===== src/rtl/spi_cmd_pkg.sv =====
// Shared opcodes, header layout, FSM states and status-word packing for the
// SPI command decoder.
package spi_cmd_pkg;

  localparam logic [7:0] OP_NOP        = 8'h00;
  localparam logic [7:0] OP_WRITE      = 8'h01;
  localparam logic [7:0] OP_READ       = 8'h02;
  localparam logic [7:0] OP_STATUS_CLR = 8'h03;

  localparam logic [7:0] MAGIC_DEFAULT = 8'hA5;

  localparam int HDR_OP_LSB   = 56;
  localparam int HDR_ADDR_LSB = 48;
  localparam int HDR_LEN_LSB  = 32;

  typedef enum logic [1:0] {
    IDLE,
    WRITE_DATA,
    READ_DATA,
    DRAIN
  } state_t;

  function automatic logic [63:0] status_word(input logic [7:0]  magic,
                                              input logic        err,
                                              input logic [15:0] cnt,
                                              input logic [31:0] status);
    return {magic, 7'b0, err, cnt, status};
  endfunction

endpackage


===== src/rtl/spi_cmd_decoder_if.sv =====
// Word-level link between the SPI word receiver/transmitter and the decoder.
interface spi_cmd_decoder_if #(
  parameter int W = 64
);
  logic         word_received;
  logic [W-1:0] word_data_received;
  logic [W-1:0] word_send_data;

  modport master (
    output word_received,
    output word_data_received,
    input  word_send_data
  );

  modport slave (
    input  word_received,
    input  word_data_received,
    output word_send_data
  );
endinterface


===== src/rtl/rising_edge_detector.sv =====
// One-cycle pulse on each low-to-high transition of a synchronous level.
module rising_edge_detector (
  input  logic clk,
  input  logic resetn,
  input  logic level,
  output logic pulse
);
  logic level_q;

  always_ff @(posedge clk or negedge resetn) begin
    if (!resetn) level_q <= 1'b0;
    else         level_q <= level;
  end

  assign pulse = level & ~level_q;
endmodule


===== src/rtl/spi_cmd_decoder.sv =====
// Framed host-command decoder: header + N payload words drive a bank of
// 64-bit control registers with read-back over the full-duplex SPI word link.
module spi_cmd_decoder
  import spi_cmd_pkg::*;
#(
  parameter int         W     = 64,
  parameter int         NREGS = 16,
  parameter logic [7:0] MAGIC = MAGIC_DEFAULT
) (
  input  logic                 clk,
  input  logic                 resetn,
  input  logic                 CS,
  spi_cmd_decoder_if.slave     word_if,
  input  logic [31:0]          status_in,
  output logic [NREGS*W-1:0]   reg_out,
  output logic [NREGS-1:0]     reg_wr_strobe,
  output logic                 err_sticky,
  output logic                 busy
);

  localparam int AW = (NREGS > 1) ? $clog2(NREGS) : 1;

  logic             cs_meta, cs_high;
  logic             wr_evt;
  state_t           state, state_nxt;
  logic [AW-1:0]    ptr, ptr_nxt;
  logic [15:0]      rem, rem_nxt;
  logic [15:0]      cnt, cnt_nxt;
  logic             err, err_nxt;
  logic [W-1:0]     send, send_nxt;
  logic             wr_en, load_status;
  logic [NREGS-1:0] strobe, strobe_nxt;
  logic [W-1:0]     regs [NREGS];

  logic [7:0]       hdr_op, hdr_addr;
  logic [15:0]      hdr_len;
  logic             addr_ok, ptr_last;

  // CS is asynchronous to clk; reset to the deasserted level.
  always_ff @(posedge clk or negedge resetn) begin
    if (!resetn) begin
      cs_meta <= 1'b1;
      cs_high <= 1'b1;
    end else begin
      cs_meta <= CS;
      cs_high <= cs_meta;
    end
  end

  rising_edge_detector u_word_edge (
    .clk    (clk),
    .resetn (resetn),
    .level  (word_if.word_received),
    .pulse  (wr_evt)
  );

  assign hdr_op   = word_if.word_data_received[HDR_OP_LSB   +: 8];
  assign hdr_addr = word_if.word_data_received[HDR_ADDR_LSB +: 8];
  assign hdr_len  = word_if.word_data_received[HDR_LEN_LSB  +: 16];
  assign addr_ok  = ({24'd0, hdr_addr} < 32'(NREGS));
  assign ptr_last = (ptr == AW'(NREGS - 1));

  always_ff @(posedge clk or negedge resetn) begin
    if (!resetn) begin
      state  <= IDLE;
      ptr    <= '0;
      rem    <= '0;
      cnt    <= '0;
      err    <= 1'b0;
      send   <= status_word(MAGIC, 1'b0, 16'd0, 32'd0);
      strobe <= '0;
    end else begin
      state  <= state_nxt;
      ptr    <= ptr_nxt;
      rem    <= rem_nxt;
      cnt    <= cnt_nxt;
      err    <= err_nxt;
      send   <= send_nxt;
      strobe <= strobe_nxt;
    end
  end

  always_comb begin
    state_nxt   = state;
    ptr_nxt     = ptr;
    rem_nxt     = rem;
    cnt_nxt     = cnt;
    err_nxt     = err;
    send_nxt    = send;
    wr_en       = 1'b0;
    load_status = 1'b0;

    // A deasserted CS overrides any word arriving on the same edge.
    if (cs_high) begin
      if (state != IDLE) err_nxt = 1'b1;
      state_nxt = IDLE;
      rem_nxt   = '0;
    end else if (wr_evt) begin
      case (state)
        IDLE: begin
          cnt_nxt = cnt + 16'd1;
          if (hdr_op == OP_STATUS_CLR) begin
            err_nxt = 1'b0;
          end else if (hdr_op == OP_WRITE || hdr_op == OP_READ) begin
            if (!addr_ok) begin
              err_nxt = 1'b1;
              if (hdr_len != 16'd0) begin
                state_nxt = DRAIN;
                rem_nxt   = hdr_len;
              end
            end else if (hdr_len != 16'd0) begin
              ptr_nxt = hdr_addr[AW-1:0];
              rem_nxt = hdr_len;
              if (hdr_op == OP_WRITE) begin
                state_nxt = WRITE_DATA;
              end else begin
                state_nxt = READ_DATA;
                send_nxt  = regs[hdr_addr[AW-1:0]];
              end
            end
          end else if (hdr_op != OP_NOP) begin
            err_nxt = 1'b1;
            if (hdr_len != 16'd0) begin
              state_nxt = DRAIN;
              rem_nxt   = hdr_len;
            end
          end
        end
        WRITE_DATA: begin
          wr_en       = 1'b1;
          load_status = 1'b1;
          ptr_nxt     = ptr + AW'(1);
          rem_nxt     = rem - 16'd1;
          if (rem == 16'd1) begin
            state_nxt = IDLE;
          end else if (ptr_last) begin
            err_nxt   = 1'b1;
            state_nxt = DRAIN;
          end
        end
        READ_DATA: begin
          ptr_nxt = ptr + AW'(1);
          rem_nxt = rem - 16'd1;
          if (rem == 16'd1) begin
            state_nxt   = IDLE;
            load_status = 1'b1;
          end else if (ptr_last) begin
            err_nxt     = 1'b1;
            state_nxt   = DRAIN;
            load_status = 1'b1;
          end else begin
            send_nxt = regs[ptr + AW'(1)];
          end
        end
        DRAIN: begin
          load_status = 1'b1;
          rem_nxt     = rem - 16'd1;
          if (rem == 16'd1) state_nxt = IDLE;
        end
        default: state_nxt = IDLE;
      endcase
    end

    // Status is built from the post-edge err/count so a STATUS_CLR shows at once.
    if (state_nxt == IDLE || load_status)
      send_nxt = status_word(MAGIC, err_nxt, cnt_nxt, status_in);
  end

  assign strobe_nxt = wr_en ? (NREGS'(1) << ptr) : '0;

  always_ff @(posedge clk or negedge resetn) begin
    if (!resetn) begin
      for (int i = 0; i < NREGS; i++) regs[i] <= '0;
    end else if (wr_en) begin
      regs[ptr] <= word_if.word_data_received;
    end
  end

  for (genvar i = 0; i < NREGS; i++) begin : g_out
    assign reg_out[i*W +: W] = regs[i];
  end

  assign word_if.word_send_data = send;
  assign reg_wr_strobe          = strobe;
  assign err_sticky             = err;
  assign busy                   = (state != IDLE);

endmodule

===== src/flat_wrapper.sv =====
// flat-port wrapper written by rule: the top's interface ports become plain ports
module spi_cmd_decoder_flat import spi_cmd_pkg::*;
#(
  parameter int         W     = 64,
  parameter int         NREGS = 16,
  parameter logic [7:0] MAGIC = MAGIC_DEFAULT
)
  (clk, resetn, CS, status_in, reg_out, reg_wr_strobe, err_sticky, busy, word_if_word_received, word_if_word_data_received, word_if_word_send_data);
  spi_cmd_decoder_if #(.W(W)) word_if_i ();
  input  logic clk;
  input  logic resetn;
  input  logic CS;
  input  logic [31:0] status_in;
  output logic [NREGS*W-1:0] reg_out;
  output logic [NREGS-1:0] reg_wr_strobe;
  output logic err_sticky;
  output logic busy;
  input wire logic [$bits(word_if_i.word_received)-1:0] word_if_word_received;
  input wire logic [$bits(word_if_i.word_data_received)-1:0] word_if_word_data_received;
  output wire logic [$bits(word_if_i.word_send_data)-1:0] word_if_word_send_data;
  assign word_if_i.word_received = word_if_word_received;
  assign word_if_i.word_data_received = word_if_word_data_received;
  assign word_if_word_send_data = word_if_i.word_send_data;
  spi_cmd_decoder #(.W(W), .NREGS(NREGS), .MAGIC(MAGIC)) u_core (.clk(clk), .resetn(resetn), .CS(CS), .word_if(word_if_i), .status_in(status_in), .reg_out(reg_out), .reg_wr_strobe(reg_wr_strobe), .err_sticky(err_sticky), .busy(busy));
endmodule

===== config.mk =====
export PLATFORM = sky130hd
export DESIGN_NAME = spi_cmd_decoder_flat
export DESIGN_NICKNAME = d
export VERILOG_FILES = /design/src/rtl/spi_cmd_pkg.sv /design/src/rtl/spi_cmd_decoder_if.sv /design/src/rtl/rising_edge_detector.sv /design/src/rtl/spi_cmd_decoder.sv /design/src/flat_wrapper.sv
export SDC_FILE = /design/constraint.sdc
export NUM_CORES = 2
export LEC_CHECK = 0
export ABC_CLOCK_PERIOD_IN_PS = 3700
export CORE_AREA = 3 3 466 468
export CTS_BUF_LIST = sky130_fd_sc_hd__clkbuf_4 sky130_fd_sc_hd__clkbuf_8
export DETAILED_ROUTE_END_ITERATION = 16
export DIE_AREA = 0 0 469 471
export GPL_TIMING_DRIVEN = 0
export SLEW_MARGIN = 20
export SYNTH_ARGS = -nofsm -noshare
export SYNTH_HDL_FRONTEND = slang
export SYNTH_HIERARCHICAL = 1
export SYNTH_SLANG_ARGS = --single-unit

===== constraint.sdc =====
create_clock -name clk -period 3.7 [get_ports clk]
set_input_delay 0.555 -clock clk [delete_from_list [all_inputs] [get_ports clk]]
set_output_delay 0.555 -clock clk [all_outputs]
set_load 0.005 [all_outputs]

==> notes.md <==
run results: max-cap violations 0, Syn Nets 4528, TNS Setup -4.59 ps, Arr. time, crit path 4610 ps, initial drt markers 6363, DR vias 51600, number of antenna violations at the first check in global routing 40, drt total wl 362000 um, post-route setup slack -4.59 ps, Combinational Area 29200 um2, delay-heaviest family, CP buffers and inverters, post-synthesis cell count 4415, Netlist cell types 61, Post-Place Cell Area 76200 um2, Critical Path Start Type input port, Leak Pwr 36.0 nW, tool warning count 58, RSZ-0062 raised after global routing false, Hold Buf Count CTS 11, Post-Layout Cell Count 8894, Flop pwr share 0.347, synthesis-stage register bit count 1146, Most Used Layer, Global Route met2, design area 81500 um2, reg2reg setup slack 40 ps, fill count 20700, CP max stage delay 1010 ps, clk_lat worst skew 1050 ps, Non-Clock Buffer Area Fraction 0.186, count of final setup violators 1, yosys xor share 0.00249, count leader, synth dfrtp_1, Non-clk invs 50, internal power 27.0 mW, largest net degree at the start of global routing 138, Top Consumer sequential cells, number of flip-flops in the largest register 1024, GR Util All Layers 0.319, Synth Cell Area 59700 um2, Hold Path End u_core/word_if.word_send_data[0], status finished with violations, PwrDens 525 nW/um2, Rows 170, failing checks setup timing, Critical path buffers and inverters 3
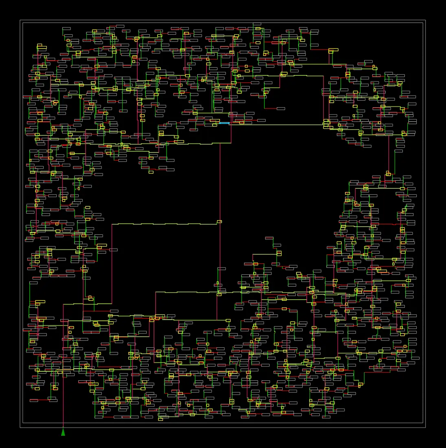
Figure 1: clock nets.
seq_cells: 1146
clock skew: 92.2 ps
total CTS buffers: 208
Clock Sinks: 1146
Clk power: 14.0 mW

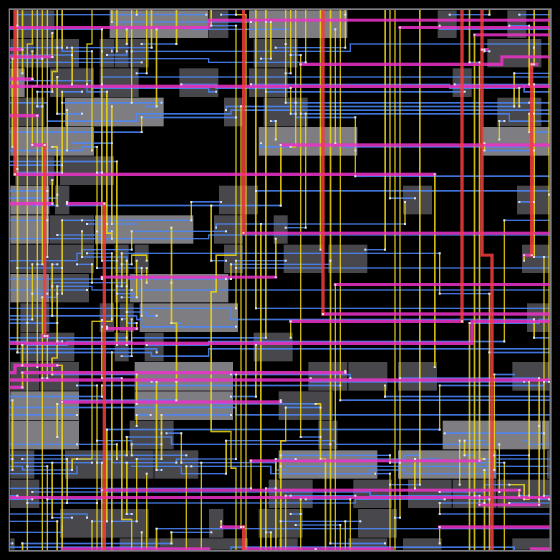
Figure 2: zoomed window.
Region (92, 328) to (142, 378) um. Cells in grey, sequential cells in the stronger grey; small squares are vias.
Key: magenta = M3; yellow = M2; red = M4; blue = M1
83 logic cells have their middle in the window. Most frequent: clkdlybuf4s50_1 (18), dfrtp_1 (16), mux2_2 (14). Sequential cells in the window: 16. Netlist names of flops here include `u_core/reg_out` (16).

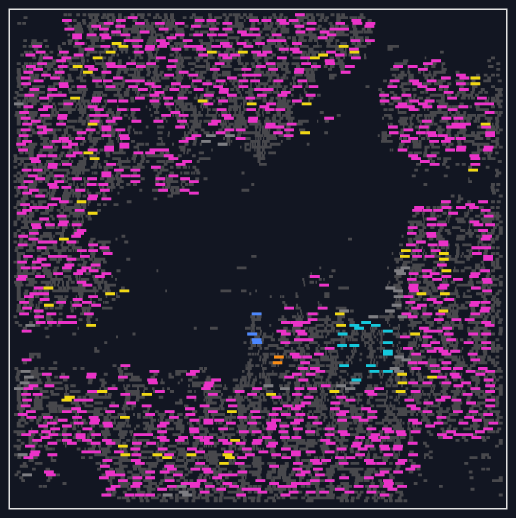
Figure 3: where the registers sit.
Other sequential cells in the stronger grey, the rest of the logic in the fainter grey.
Key: cyan = `u_core/rem` [placed flops 16]; yellow = `u_core/word_if.word_send_data` [placed flops 64, where spread over the die]; orange = `u_core/state` [placed flops 2]; magenta = `u_core/reg_out` [placed flops 1024, where spread over the die]; blue = `u_core/ptr` [placed flops 4]
fin util: 0.381
sequential power: 14.8 mW
Seq area share: 0.352
register area: 28700 um2

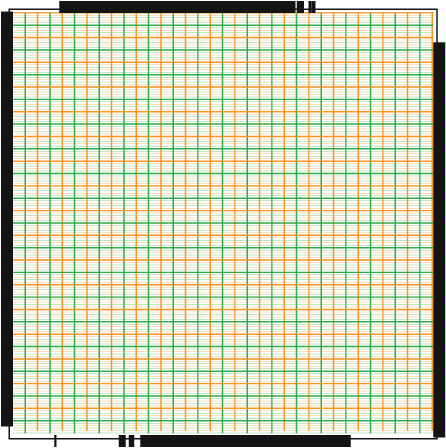
Figure 4: supply network.
Pins as bars on the die edge.
Key: green = VSS; orange = VDD
The core has 170 rows. 34 straps on met5. 171 met1 rails follow the rows. 34 straps on met4. 1206 signal pins sit on the boundary.
Die Wd: 469 um
die height: 471 um
peak supply drop: 362 uV
core area: 214000 um2

Power and IR drop assume default switching activity.
